Gate families picked out:
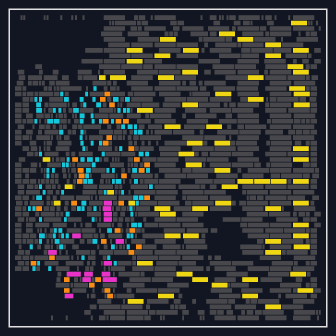
Clock wiring as the flow saved it:
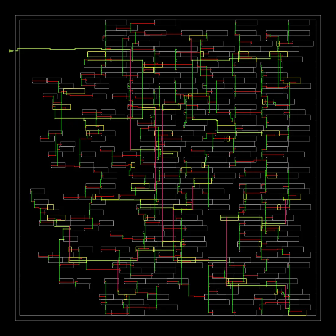
Register map, names as in the netlist:
Other sequential cells in the stronger grey, the rest of the logic in the fainter grey.
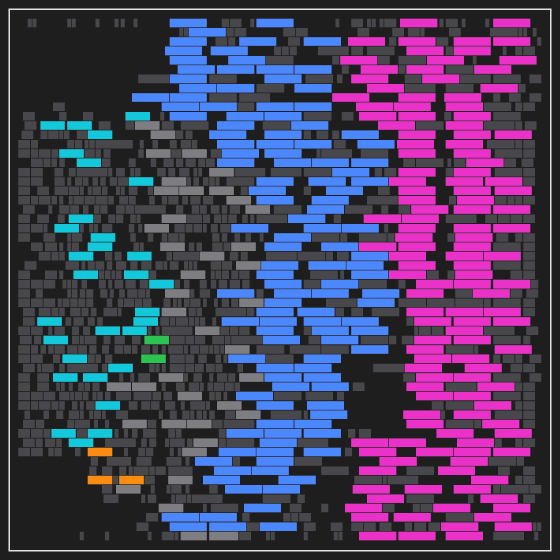
===== config.mk =====
export PLATFORM = sky130hd
export DESIGN_NAME = instr_fetch_flat
export DESIGN_NICKNAME = d
export VERILOG_FILES = /design/src/rtl/instr_fetch_if.sv /design/src/rtl/instr_fetch.sv /design/src/flat_wrapper.sv
export SDC_FILE = /design/constraint.sdc
export NUM_CORES = 1
export LEC_CHECK = 0
export CORE_MARGIN = 2
export CORE_UTILIZATION = 59
export DETAILED_ROUTE_END_ITERATION = 8
export PLACE_DENSITY = 0.86
export SYNTH_ARGS = -nofsm -noshare
export SYNTH_HDL_FRONTEND = slang
export SYNTH_SLANG_ARGS = --single-unit

===== constraint.sdc =====
create_clock -name clk_in -period 9.2 [get_ports clk_in]
set_input_delay 0.92 -clock clk_in [delete_from_list [all_inputs] [get_ports clk_in]]
set_output_delay 0.92 -clock clk_in [all_outputs]
set_load 0.05 [all_outputs]

===== src/rtl/instr_fetch_if.sv =====
// Program-memory bus between the fetch unit and a fixed-latency responder.
// The consumer issues single-cycle read pulses; the responder answers exactly
// two cycles later with no backpressure.
interface program_memory_bus;
  logic [31:0] addr;
  logic        read_request;
  logic [31:0] instr;
  logic        data_valid;

  modport CONSUMER (
    output addr,
    output read_request,
    input  instr,
    input  data_valid
  );

  modport RESPONDER (
    input  addr,
    input  read_request,
    output instr,
    output data_valid
  );
endinterface


===== src/rtl/instr_fetch.sv =====
// Instruction fetch unit: issues sequential word reads to a fixed-latency
// program memory, buffers returned words with their pcs in a small FIFO and
// hands them downstream over a valid/ready port. Redirects flush the buffer
// and drain any words still in flight before fetching from the new pc.
// Optional macro IFETCH_DELIVERED_COUNT_EN adds a delivered-instruction counter.
module instr_fetch #(
  parameter logic [31:0] RESET_PC   = 32'h0000_0000,
  parameter int unsigned FIFO_DEPTH = 4
) (
  input  logic                     clk_in,
  input  logic                     rst_in,
  program_memory_bus.CONSUMER      bus,
  input  logic                     redirect_in,
  input  logic [31:0]              redirect_pc_in,
  output logic [31:0]              instr_out,
  output logic [31:0]              pc_out,
  output logic                     valid_out,
  input  logic                     ready_in,
  output logic [31:0]              delivered_count_out
);

  localparam int unsigned PtrW = $clog2(FIFO_DEPTH);
  localparam int unsigned CntW = PtrW + 1;
  localparam logic [CntW:0] DepthW = (CntW + 1)'(FIFO_DEPTH);

  typedef enum logic [0:0] {StFetch, StDrain} state_e;

  state_e            r_state, w_state_d;
  logic [31:0]       r_fetch_pc;
  logic [31:0]       r_tag_pc;
  logic [CntW-1:0]   r_inflight, w_inflight_d;
  logic [CntW-1:0]   r_count;
  logic [PtrW-1:0]   r_wr_ptr, r_rd_ptr;
  logic [1:0]        r_drop;
  logic [31:0]       r_mem_instr [FIFO_DEPTH];
  logic [31:0]       r_mem_pc    [FIFO_DEPTH];

  logic        w_rsp, w_issue, w_push, w_pop, w_valid;
  logic [31:0] w_redirect_pc;
  logic        w_unused_pc_lsb;

  assign w_redirect_pc   = {redirect_pc_in[31:2], 2'b00};
  assign w_unused_pc_lsb = ^redirect_pc_in[1:0];

  // Returns from requests issued before a reset land inside the drop window.
  assign w_rsp = bus.data_valid && (r_drop == 2'd0);

  // Next-state, issue, buffer handshake and inflight bookkeeping.
  always_comb begin
    w_state_d    = r_state;
    w_issue      = 1'b0;
    w_push       = 1'b0;
    w_valid      = 1'b0;
    w_pop        = 1'b0;
    w_inflight_d = r_inflight;

    if (rst_in && !redirect_in && r_state == StFetch) begin
      // Reserving space for inflight words means a return never finds the FIFO full.
      w_issue = ({1'b0, r_count} + {1'b0, r_inflight}) < DepthW;
      w_push  = w_rsp;
      w_valid = r_count != '0;
      w_pop   = w_valid && ready_in;
    end

    w_inflight_d = r_inflight + CntW'(w_issue) - CntW'(w_rsp);

    if (redirect_in) begin
      w_state_d = (w_inflight_d != '0) ? StDrain : StFetch;
    end else if (r_state == StDrain && w_inflight_d == '0) begin
      w_state_d = StFetch;
    end
  end

  // Control state, fetch/tag pcs and FIFO pointers.
  always_ff @(posedge clk_in) begin
    if (!rst_in) begin
      r_state    <= StFetch;
      r_fetch_pc <= RESET_PC;
      r_tag_pc   <= RESET_PC;
      r_inflight <= '0;
      r_count    <= '0;
      r_wr_ptr   <= '0;
      r_rd_ptr   <= '0;
      r_drop     <= 2'd2;
    end else begin
      r_state    <= w_state_d;
      r_inflight <= w_inflight_d;
      r_drop     <= (r_drop != 2'd0) ? r_drop - 2'd1 : 2'd0;
      if (redirect_in) begin
        r_fetch_pc <= w_redirect_pc;
        r_tag_pc   <= w_redirect_pc;
        r_count    <= '0;
        r_wr_ptr   <= '0;
        r_rd_ptr   <= '0;
      end else begin
        if (w_issue) r_fetch_pc <= r_fetch_pc + 32'd4;
        if (w_push) begin
          r_tag_pc <= r_tag_pc + 32'd4;
          r_wr_ptr <= r_wr_ptr + PtrW'(1);
        end
        if (w_pop) r_rd_ptr <= r_rd_ptr + PtrW'(1);
        r_count <= r_count + CntW'(w_push) - CntW'(w_pop);
      end
    end
  end

  // FIFO storage; contents are only meaningful below the occupancy count.
  always_ff @(posedge clk_in) begin
    if (rst_in && w_push) begin
      r_mem_instr[r_wr_ptr] <= bus.instr;
      r_mem_pc[r_wr_ptr]    <= r_tag_pc;
    end
  end

  assign bus.read_request = w_issue;
  assign bus.addr         = rst_in ? r_fetch_pc : RESET_PC;
  assign valid_out        = w_valid;
  assign instr_out        = rst_in ? r_mem_instr[r_rd_ptr] : 32'd0;
  assign pc_out           = rst_in ? r_mem_pc[r_rd_ptr] : 32'd0;

`ifdef IFETCH_DELIVERED_COUNT_EN
  logic [31:0] r_delivered;

  // Count accepted transfers; a redirect suppresses the pop and thus the count.
  always_ff @(posedge clk_in) begin
    if (!rst_in) begin
      r_delivered <= 32'd0;
    end else if (w_pop) begin
      r_delivered <= r_delivered + 32'd1;
    end
  end

  assign delivered_count_out = rst_in ? r_delivered : 32'd0;
`else
  assign delivered_count_out = 32'd0;
`endif

endmodule

===== src/flat_wrapper.sv =====
// flat-port wrapper written by rule: the top's interface ports become plain ports
module instr_fetch_flat 
#(
  parameter logic [31:0] RESET_PC   = 32'h0000_0000,
  parameter int unsigned FIFO_DEPTH = 4
)
  (clk_in, rst_in, redirect_in, redirect_pc_in, instr_out, pc_out, valid_out, ready_in, delivered_count_out, bus_addr, bus_read_request, bus_instr, bus_data_valid);
  program_memory_bus bus_i ();
  input  logic clk_in;
  input  logic rst_in;
  input  logic redirect_in;
  input  logic [31:0] redirect_pc_in;
  output logic [31:0] instr_out;
  output logic [31:0] pc_out;
  output logic valid_out;
  input  logic ready_in;
  output logic [31:0] delivered_count_out;
  output wire logic [$bits(bus_i.addr)-1:0] bus_addr;
  output wire logic [$bits(bus_i.read_request)-1:0] bus_read_request;
  input wire logic [$bits(bus_i.instr)-1:0] bus_instr;
  input wire logic [$bits(bus_i.data_valid)-1:0] bus_data_valid;
  assign bus_addr = bus_i.addr;
  assign bus_read_request = bus_i.read_request;
  assign bus_i.instr = bus_instr;
  assign bus_i.data_valid = bus_data_valid;
  instr_fetch #(.RESET_PC(RESET_PC), .FIFO_DEPTH(FIFO_DEPTH)) u_core (.clk_in(clk_in), .rst_in(rst_in), .bus(bus_i), .redirect_in(redirect_in), .redirect_pc_in(redirect_pc_in), .instr_out(instr_out), .pc_out(pc_out), .valid_out(valid_out), .ready_in(ready_in), .delivered_count_out(delivered_count_out));
endmodule

==> GITHUB_STEP_SUMMARY <==
## Implementation flow summary

| Metric | Value |
|---|---|
| Met3 routing resource usage after global routing | `0.0328` |
| Met2 GRT Util | `0.398` |
| Part of the Yosys area used for sequential elements | `0.644` |
| Proportion of synthesized flip-flops having asynchronous set or reset | `0` |
| Final HPWL DP | `17600 um` |
| P_comb | `0.313 mW` |
| Number of nets still failing antenna checks after routing | `0` |
| Global route overflow | `0` |
| Largest registers | `u_core.r_mem_instr x128, u_core.r_mem_pc x120` |
| Logic inverters | `21` |
| Total number of vias | `approximately 8600` |
| Switching part of the total | `0.239` |
| Met1 GRT Util | `0.330` |
| Count of input and output buffers | `160` |
| Peak per-stage delay on the critical path | `910 ps` |
| Global-route wire length before repair | `45500 um` |
| Commonest register cell after synthesis | `sky130_fd_sc_hd__edfxtp_1` |
| Hold Path Stages | `2` |
| Number of enable-type register cells in the synthesized netlist | `248` |
| Starting Density | `0.597` |
| Run status | `complete, no violations` |
| Final setup viols | `0` |
| Post-Route Setup TNS | `0 ps` |
| Largest vdd supply drop | `132 uV` |
| Commonest non-fill, non-tap cell in the layout | `sky130_fd_sc_hd__edfxtp_1` |
| Highest routed layer | `met4` |
| Slowest library cell on the worst path | `sky130_fd_sc_hd__clkdlybuf4s50_1` |
| Final count of hold timing violations | `0` |
| Synth top area cells | `sky130_fd_sc_hd__edfxtp_1 54%, sky130_fd_sc_hd__dfxtp_1 11%, sky130_fd_sc_hd__mux4_2 10%` |
| Prevailing logic family in the synthesized netlist | `simple AND/OR/NAND/NOR gates` |
| Syn Std Cell Area | `13900 sq um` |
| Minimum clock period | `4910 ps` |
| Clock power frac | `0.378` |
| Largest buffer count on any clock path | `3` |
| Routability congestion estimate | `0.890` |
| TritonCTS Buffers | `31` |
| R2R setup slack | `6130 ps` |
| Total routing usage reported by global routing | `0.236` |
| Net switching component of the power | `0.751 mW` |
| Origin of the critical flop-to-flop path | `u_core.r_count[2]$_SDFF_PP0_` |
| Die extent in y | `157 um` |
| Worst setup path startpoint | `redirect_in` |
| Pwr top | `registers` |
| Multiplexer share of the synthesized area | `0.105` |
| Mean number of vias per cell | `5.88` |
| Final count of pins violating max slew | `0` |
| Routed length on met1 | `12300 um` |
| Via count of the first global-routing pass | `8523` |
| Cell Pwr Density | `190 nW/um^2` |
-- 'gate families picked out' (at the start) --
| colour | family | cells |
|---|---|---|
| yellow | multiplexers | 68 |
| magenta | adder and majority cells | 14 |
| orange | XOR/XNOR gates | 34 |
| cyan | inverting AOI/OAI gates | 113 |

-- 'clock wiring as the flow saved it' (at the start) --
clock sink count: 323
Clock buffer cells: 48
Final Skew: 15.5 ps
clock-net power: 1.19 mW
clock network latency to the later pin of the worst-skew pair: 560 ps

-- 'register map, names as in the netlist' (at the start) --
| colour | name in the netlist | flops |
|---|---|---|
| cyan | `u_core.r_fetch_pc` | 30 |
| green | `u_core.r_wr_ptr` | 2 |
| magenta | `u_core.r_mem_instr` | 128 |
| blue | `u_core.r_mem_pc` | 120 |
| orange | `u_core.r_inflight` | 3 |
not coloured: 40

No activity file was given, so power comes from the tool's default toggle rates.
